### Cells by drive strength

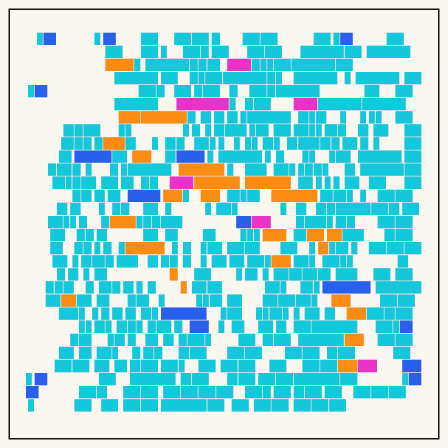
### A small window of the routed layout

Window x 57 to 77, y 57 to 77 microns. Cells in gray, sequential cells in the stronger gray; small squares are vias.
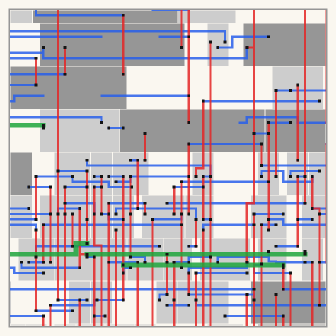
### Cell area per tile

9 x 9 tiles, from white (low) to dark blue (high), 0 to 100% covered.
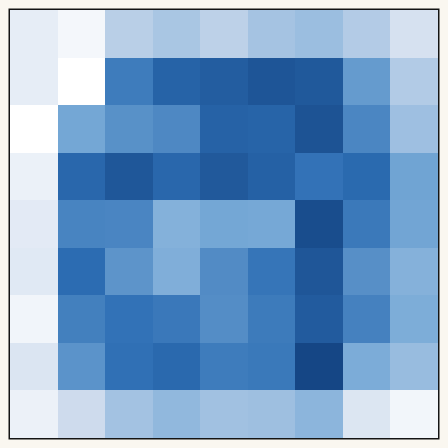
### Placed standard cells

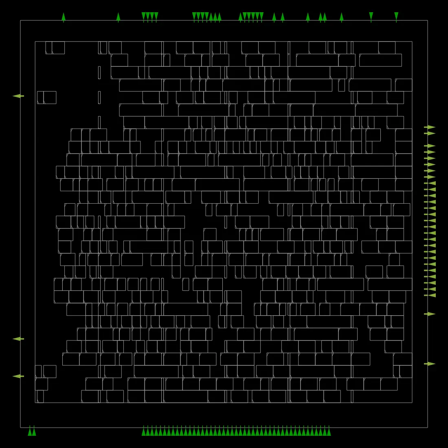
### I/O pins on the die edge

Bar = 20 microns. Pins as bars across the die edge, other pins in gray.
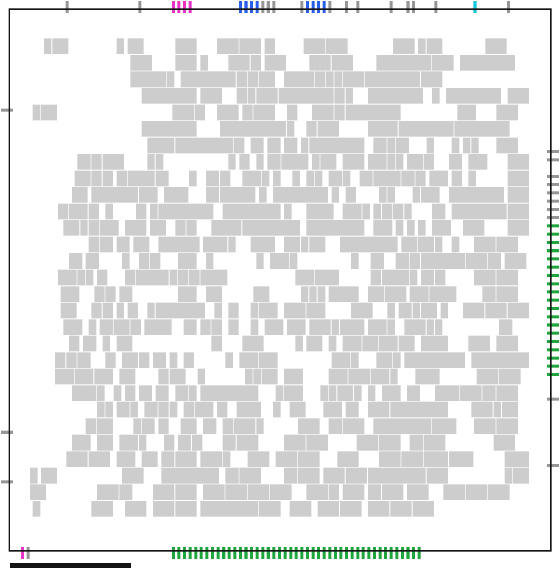
===== config.mk =====
export PLATFORM = sky130hd
export DESIGN_NAME = lane_phase_controller
export DESIGN_NICKNAME = d
export VERILOG_FILES = /design/src/rtl/traffic_pkg.sv /design/src/rtl/phase_timer.sv /design/src/rtl/lane_phase_controller.sv
export SDC_FILE = /design/constraint.sdc
export NUM_CORES = 1
export LEC_CHECK = 0
export CAP_MARGIN = 20
export CORE_MARGIN = 3
export CORE_UTILIZATION = 45
export CTS_CLUSTER_DIAMETER = 30
export DETAILED_ROUTE_END_ITERATION = 10
export GPL_TIMING_DRIVEN = 0
export PLACE_DENSITY = 0.79
export SLEW_MARGIN = 20
export SYNTH_ARGS = -nofsm -noshare
export SYNTH_HDL_FRONTEND = slang
export SYNTH_SLANG_ARGS = --single-unit

===== constraint.sdc =====
create_clock -name clk -period 7.75 [get_ports clk]
set_clock_uncertainty 0.15 [all_clocks]
set_input_delay 1.1625 -clock clk [delete_from_list [all_inputs] [get_ports clk]]
set_output_delay 1.1625 -clock clk [all_outputs]
set_load 0.01 [all_outputs]

===== src/rtl/traffic_pkg.sv =====
// rtl/traffic_pkg.sv - state encoding, mode codes and day window for lane_phase_controller
package traffic_pkg;

  typedef enum logic [1:0] {
    S_ALL_RED = 2'd0,
    S_GREEN   = 2'd1,
    S_EMG     = 2'd2,
    S_PED     = 2'd3
  } stateT;

  localparam logic [1:0] MODE_DAY   = 2'b00;
  localparam logic [1:0] MODE_NIGHT = 2'b01;
  localparam logic [1:0] MODE_EMG   = 2'b10;
  localparam logic [1:0] MODE_PED   = 2'b11;

  localparam logic [4:0] DAY_START = 5'd6;
  localparam logic [4:0] DAY_END   = 5'd21;

  // Out-of-range hours (24-31) fall outside the window and count as night.
  function automatic logic isDay(input logic [4:0] hours);
    return (hours >= DAY_START) && (hours <= DAY_END);
  endfunction

endpackage


===== src/rtl/phase_timer.sv =====
// rtl/phase_timer.sv - loadable down counter timing each phase
// Holds at zero when not reloaded; expire flags the last cycle of a timed state.
module phase_timer #(
  parameter int TIME_W      = 7,
  parameter int RESET_VALUE = 3
) (
  input  logic              clk,
  input  logic              rst,
  input  logic              load,
  input  logic [TIME_W-1:0] loadValue,
  output logic [TIME_W-1:0] value,
  output logic              expire
);

  always_ff @(posedge clk or negedge rst) begin
    if (!rst) begin
      value <= TIME_W'(RESET_VALUE);
    end else if (load) begin
      value <= loadValue;
    end else if (value != '0) begin
      value <= value - 1'b1;
    end
  end

  assign expire = (value == TIME_W'(1));

endmodule


===== src/rtl/lane_phase_controller.sv =====
// rtl/lane_phase_controller.sv - round-robin lane sequencer with emergency and pedestrian phases
// Define PED_PHASE_EN to build the latched pedestrian walk phase.
module lane_phase_controller
  import traffic_pkg::*;
#(
  parameter int N_LANES      = 8,
  parameter int CNT_W        = 8,
  parameter int TIME_W       = 7,
  parameter int DAY_GREEN    = 8,
  parameter int NIGHT_GREEN  = 4,
  parameter int SCALE_SH     = 2,
  parameter int MAX_GREEN    = 60,
  parameter int CLEAR_CYCLES = 3,
  parameter int PED_TIME     = 10
) (
  input  logic                     clk,
  input  logic                     rst,
  input  logic [4:0]               hoursIn,
  input  logic                     pedSignal,
  input  logic                     emgSignal,
  input  logic [N_LANES-1:0]       emgLane,
  input  logic [N_LANES*CNT_W-1:0] laneCounts,
  output logic [N_LANES-1:0]       greenLights,
  output logic [N_LANES-1:0]       walkLights,
  output logic [1:0]               trafficMode,
  output logic [TIME_W-1:0]        currentCount
);

  localparam int LANE_W = (N_LANES > 1) ? $clog2(N_LANES) : 1;

  stateT             state, nextState;
  logic [LANE_W-1:0] lanePtr, nextLanePtr;
  logic              pedPending;
  logic              timerLoad;
  logic [TIME_W-1:0] timerLoadValue;
  logic              expire;
  logic [N_LANES-1:0] nextGreen;
  logic [1:0]        nextMode;
  logic              emgValid;
  logic              dayMode;

  logic [CNT_W-1:0]  laneCnt [N_LANES];
  logic              laneFound;
  logic [LANE_W-1:0] candLane;
  logic [LANE_W:0]   candSum;
  logic [CNT_W-1:0]  shiftedCnt;
  logic [TIME_W:0]   shiftedSat, greenSum, greenTime;

  assign emgValid = emgSignal && (emgLane != '0);
  assign dayMode  = isDay(hoursIn);

  for (genvar i = 0; i < N_LANES; i++) begin : gCnt
    assign laneCnt[i] = laneCounts[i*CNT_W +: CNT_W];
  end

  // First lane after lanePtr eligible for service; night skips empty lanes.
  always_comb begin
    laneFound = 1'b0;
    candLane  = lanePtr;
    candSum   = '0;
    for (int k = 1; k <= N_LANES; k++) begin
      candSum = {1'b0, lanePtr} + (LANE_W+1)'(k);
      if (candSum >= (LANE_W+1)'(N_LANES)) candSum = candSum - (LANE_W+1)'(N_LANES);
      if (!laneFound && (dayMode || laneCnt[candSum[LANE_W-1:0]] != '0)) begin
        laneFound = 1'b1;
        candLane  = candSum[LANE_W-1:0];
      end
    end
  end

  always_comb begin
    shiftedCnt = laneCnt[candLane] >> SCALE_SH;
    shiftedSat = (shiftedCnt > CNT_W'(MAX_GREEN)) ? (TIME_W+1)'(MAX_GREEN)
                                                  : (TIME_W+1)'(shiftedCnt);
    greenSum   = (TIME_W+1)'(dayMode ? DAY_GREEN : NIGHT_GREEN) + shiftedSat;
    greenTime  = (greenSum > (TIME_W+1)'(MAX_GREEN)) ? (TIME_W+1)'(MAX_GREEN) : greenSum;
    if (greenTime == '0) greenTime = (TIME_W+1)'(1);
  end

  phase_timer #(
    .TIME_W      (TIME_W),
    .RESET_VALUE (CLEAR_CYCLES)
  ) uTimer (
    .clk       (clk),
    .rst       (rst),
    .load      (timerLoad),
    .loadValue (timerLoadValue),
    .value     (currentCount),
    .expire    (expire)
  );

  always_ff @(posedge clk or negedge rst) begin
    if (!rst) begin
      state       <= S_ALL_RED;
      lanePtr     <= LANE_W'(N_LANES-1);
      greenLights <= '0;
      trafficMode <= MODE_DAY;
    end else begin
      state       <= nextState;
      lanePtr     <= nextLanePtr;
      greenLights <= nextGreen;
      trafficMode <= nextMode;
    end
  end

  always_comb begin
    nextState      = state;
    nextLanePtr    = lanePtr;
    timerLoad      = 1'b0;
    timerLoadValue = TIME_W'(CLEAR_CYCLES);
    case (state)
      S_ALL_RED: begin
        if (expire) begin
          timerLoad = 1'b1;
          if (emgValid) begin
            nextState      = S_EMG;
            timerLoadValue = '0;
          end else if (pedPending) begin
            nextState      = S_PED;
            timerLoadValue = TIME_W'(PED_TIME);
          end else if (laneFound) begin
            nextState      = S_GREEN;
            nextLanePtr    = candLane;
            timerLoadValue = greenTime[TIME_W-1:0];
          end
        end
      end
      S_GREEN: begin
        if (emgValid || expire) begin
          nextState = S_ALL_RED;
          timerLoad = 1'b1;
        end
      end
      S_EMG: begin
        if (!emgValid) begin
          nextState = S_ALL_RED;
          timerLoad = 1'b1;
        end
      end
`ifdef PED_PHASE_EN
      S_PED: begin
        if (expire) begin
          nextState = S_ALL_RED;
          timerLoad = 1'b1;
        end
      end
`endif
      default: begin
        nextState = S_ALL_RED;
        timerLoad = 1'b1;
      end
    endcase
  end

  always_comb begin
    nextGreen = '0;
    nextMode  = dayMode ? MODE_DAY : MODE_NIGHT;
    case (nextState)
      S_GREEN: nextGreen = {{(N_LANES-1){1'b0}}, 1'b1} << nextLanePtr;
      S_EMG: begin
        nextGreen = emgLane;
        nextMode  = MODE_EMG;
      end
`ifdef PED_PHASE_EN
      S_PED: nextMode = MODE_PED;
`endif
      default: ;
    endcase
  end

`ifdef PED_PHASE_EN
  // Entering PED consumes the request; requests during PED itself are dropped.
  always_ff @(posedge clk or negedge rst) begin
    if (!rst) begin
      pedPending <= 1'b0;
      walkLights <= '0;
    end else begin
      walkLights <= (nextState == S_PED) ? '1 : '0;
      if (nextState == S_PED && state != S_PED) begin
        pedPending <= 1'b0;
      end else if (pedSignal && state != S_PED) begin
        pedPending <= 1'b1;
      end
    end
  end
`else
  logic unusedPed;
  assign unusedPed  = pedSignal;
  assign pedPending = 1'b0;
  assign walkLights = '0;
`endif

endmodule


==> impl_results.rst <==
Implementation results
======================

.. list-table::
   :header-rows: 1

   * - Metric
     - Value
   * - Status
     - finished, final reports clean
   * - CP Depth
     - 19
   * - DR iter-0 viols
     - 444
   * - Instance area at placement
     - 0.00417 sq mm
   * - Total of endpoints with negative setup slack in the final report
     - 0
   * - Least-Margin Pin Slew
     - 1.03 ns
   * - Comb area
     - 0.00237 sq mm
   * - Latency at later pin
     - 0.28 ns
   * - Destination of the critical timing path
     - uTimer.value[0]$_DFFE_PN1P_
   * - Via count of the first global-routing pass
     - 3,417
   * - Total power after layout
     - 1.52 mW
   * - Leading cell types by total area after synthesis
     - sky130_fd_sc_hd__dfrtp_1 (14%), sky130_fd_sc_hd__nand2_1 (5.7%), sky130_fd_sc_hd__mux4_1 (5.1%), sky130_fd_sc_hd__dfstp_2 (4.2%), sky130_fd_sc_hd__mux2i_1 (3.9%)
   * - Number of buffers inserted during clock tree synthesis
     - 3
   * - Port buffer count
     - 95
   * - Post-synthesis instance area
     - 0.00310 sq mm
   * - Max H-tree Level
     - 1
   * - Reg area
     - 557 sq um
   * - Gr usage total
     - 27.7%
   * - Core area
     - 0.00649 sq mm
   * - Total negative setup slack
     - 0 ns
   * - Filler cells
     - 545
   * - Yosys top cell area share
     - 13.7%
   * - Required time at the endpoint of the critical path
     - 7.78 ns
   * - Netlist cell types
     - 79
   * - Antenna Cells
     - 0
   * - Top cell types by occurrence after synthesis
     - sky130_fd_sc_hd__nand2_1 (47), sky130_fd_sc_hd__nor2_1 (26), sky130_fd_sc_hd__a21oi_1 (23)
   * - Post-CTS Hold Buffers
     - 0
   * - Power Internal
     - 724 uW
   * - Post-cts gate resize count
     - 0
   * - Top logic cells by instance count in the layout
     - sky130_fd_sc_hd__clkdlybuf4s50_1 (95), sky130_fd_sc_hd__nand2_1 (47), sky130_fd_sc_hd__nor2_1 (26)
   * - Instance count of the mapped netlist
     - 385
   * - Root cell of the clock tree
     - sky130_fd_sc_hd__clkbuf_8
   * - Synth top cell by count
     - sky130_fd_sc_hd__nand2_1
   * - Synth Register Bits
     - 22
   * - Regs by FF count
     - greenLights (8), uTimer.value (7), lanePtr (3)
   * - Seq share, synth
     - 18.0%
   * - Via count
     - 3,673
   * - Ao+oa area frac
     - 26.5%
   * - Effective utilization at floorplan
     - 47.7%
   * - Seq. pwr
     - 185 uW
   * - Sum of net half-perimeters after detailed placement
     - 8.99 mm
   * - Power density relative to cell area
     - 357 mW/mm^2
   * - Placer's final routability congestion estimate
     - 1.05
   * - Count of flip-flops with a built-in enable after synthesis
     - 0
   * - Antenna violations before repair
     - 0
   * - Setup Crit Path Kind
     - input port to register
   * - Die y size
     - 88.9 microns
   * - CP max stage cell
     - sky130_fd_sc_hd__nor4_1
   * - Sort of element at the end of the critical path
     - register
   * - Top non-seq family
     - simple AND/OR/NAND/NOR gates
   * - Slowest stage delay, CP
     - 0.76 ns
   * - Max Clk Rate
     - 148 MHz
   * - Total clock sinks
     - 22
   * - Number of placed cells counting well taps
     - 564
   * - Site Rows
     - 29
   * - Worst R2R Setup Slack
     - 1.15 ns
   * - Number of flip-flops under the largest register name
     - 8
   * - Origin of the worst min-delay path
     - uTimer.value[0]$_DFFE_PN1P_
   * - And+or+nand+nor area frac
     - 28.3%
   * - Largest net degree at the start of global routing
     - 23
   * - Worst min-delay path class
     - register to register
   * - Wire per inst
     - 19.8 microns
   * - Area Overhead vs Synth
     - 37.0%
   * - Library cell occupying the most area in the post-synthesis netlist
     - sky130_fd_sc_hd__dfrtp_1
   * - Peak fanout along the critical path
     - 10
   * - Sw Ratio
     - 52.2%
   * - Post-synthesis cell count from yosys
     - 385
   * - Combinational logic power
     - 1.22 mW
   * - Endpoint of the most critical register-to-register path
     - uTimer.value[0]$_DFFE_PN1P_
   * - Tool warning count
     - 31
   * - Average cell area after synthesis
     - 8.04 sq um
   * - Largest register by flop count
     - greenLights
   * - Leading cell type in the layout, fill and taps excluded
     - sky130_fd_sc_hd__clkdlybuf4s50_1
   * - Clock tree from TritonCTS
     - built
   * - Worst hold margin
     - 0.419 ns
   * - Leakage
     - 1.68 nW
   * - Number of cells traversed by the worst hold path
     - 2
   * - Chip area line of the yosys report
     - 0.00310 sq mm
   * - Nets
     - 582
   * - Depth of the worst register-to-register path
     - 21
   * - Dominant power group
     - combinational logic
   * - Family with the most delay on the worst path
     - simple AND/OR/NAND/NOR gates
   * - Fraction of power consumed by combinational cells
     - 80.5%
   * - End of the worst hold path
     - uTimer.value[0]$_DFFE_PN1P_
   * - Setup repair after global routing missed its margin
     - false
   * - Predominant post-synthesis flop cell
     - sky130_fd_sc_hd__dfrtp_1
   * - Adder share
     - 3.88%
   * - Clock transition at path regs
     - 0.09 ns
   * - Final hold violation count
     - 0
   * - Worst reg2reg path startpoint
     - lanePtr[0]$_DFF_PN1_
   * - Total iterations of the first detailed-routing run
     - 6
   * - Pins Over Slew Limit
     - 0
-- 'Cells by drive strength' (at the start) --
| color | size | cells | share |
|---|---|---|---|
| blue | drive 3 to 4 | 16 | 3.3% |
| orange | drive 2 | 25 | 5.1% |
| magenta | drive 6 and up | 6 | 1.2% |
| cyan | drive 1 or less | 444 | 90% |

-- 'A small window of the routed layout' (at the start) --
| color | layer |
|---|---|
| blue | met1 |
| red | met2 |
| green | met3 |
sequential cells in the window: 5
cells with their middle in the window: 32
netlist names of flops here include: greenLights (2), uTimer.value (2)
most frequent: nor2_1 (5), nand2_1 (5), dfrtp_1 (5)

-- 'Cell area per tile' (at the start) --
fullest tile: 91%
tiles over 75% full: 24%
nearly empty tiles: 2.5%
emptiest ninth of the die: north-west

-- 'Placed standard cells' (at the start) --
final design utilization: 65.3%
Seq Cell Count: 22
count of placed standard cells in the final layout, fillers left out: 568

-- 'I/O pins on the die edge' (at the start) --
| color | port | pins | direction | edge |
|---|---|---|---|---|
| cyan | clk | 1 | input | north |
| blue | emgLane | 8 | input | north |
| magenta | hoursIn | 5 | input | 4 north, 1 south |
| green | laneCounts | 64 | input | 45 south, 19 east |
all pins by edge: 47 south, 29 east, 27 north, 3 west

## cell type report
| cell class | instances | share of cell area [%] |
|---|---|---|
| multi-input cells | 331 | 55.9 |
| repair buffers | 95 | 22.4 |
| flip-flops and latches | 22 | 13.1 |
| plain buffers | 25 | 3.30 |
| well taps | 77 | 2.27 |
| inverters | 14 | 1.24 |
| clock buffers | 3 | 0.974 |
| clock inverters | 1 | 0.708 |
## layer usage
| metal | routed length [microns] | share of wire (%) | global-route usage (%) | up-vias |
|---|---|---|---|---|
| met2 | 5590 | 50 | 49.3 | 199 |
| met4 | 154 | 1.4 | 4.33 | 0 |
| met5 | 0 | 0 | 0 | - |
| li1 | - | - | - | 1711 |
| met3 | 896 | 8.0 | 3.59 | 22 |
| met1 | 4590 | 41 | 36.6 | 1741 |
Power and IR drop assume default switching activity.
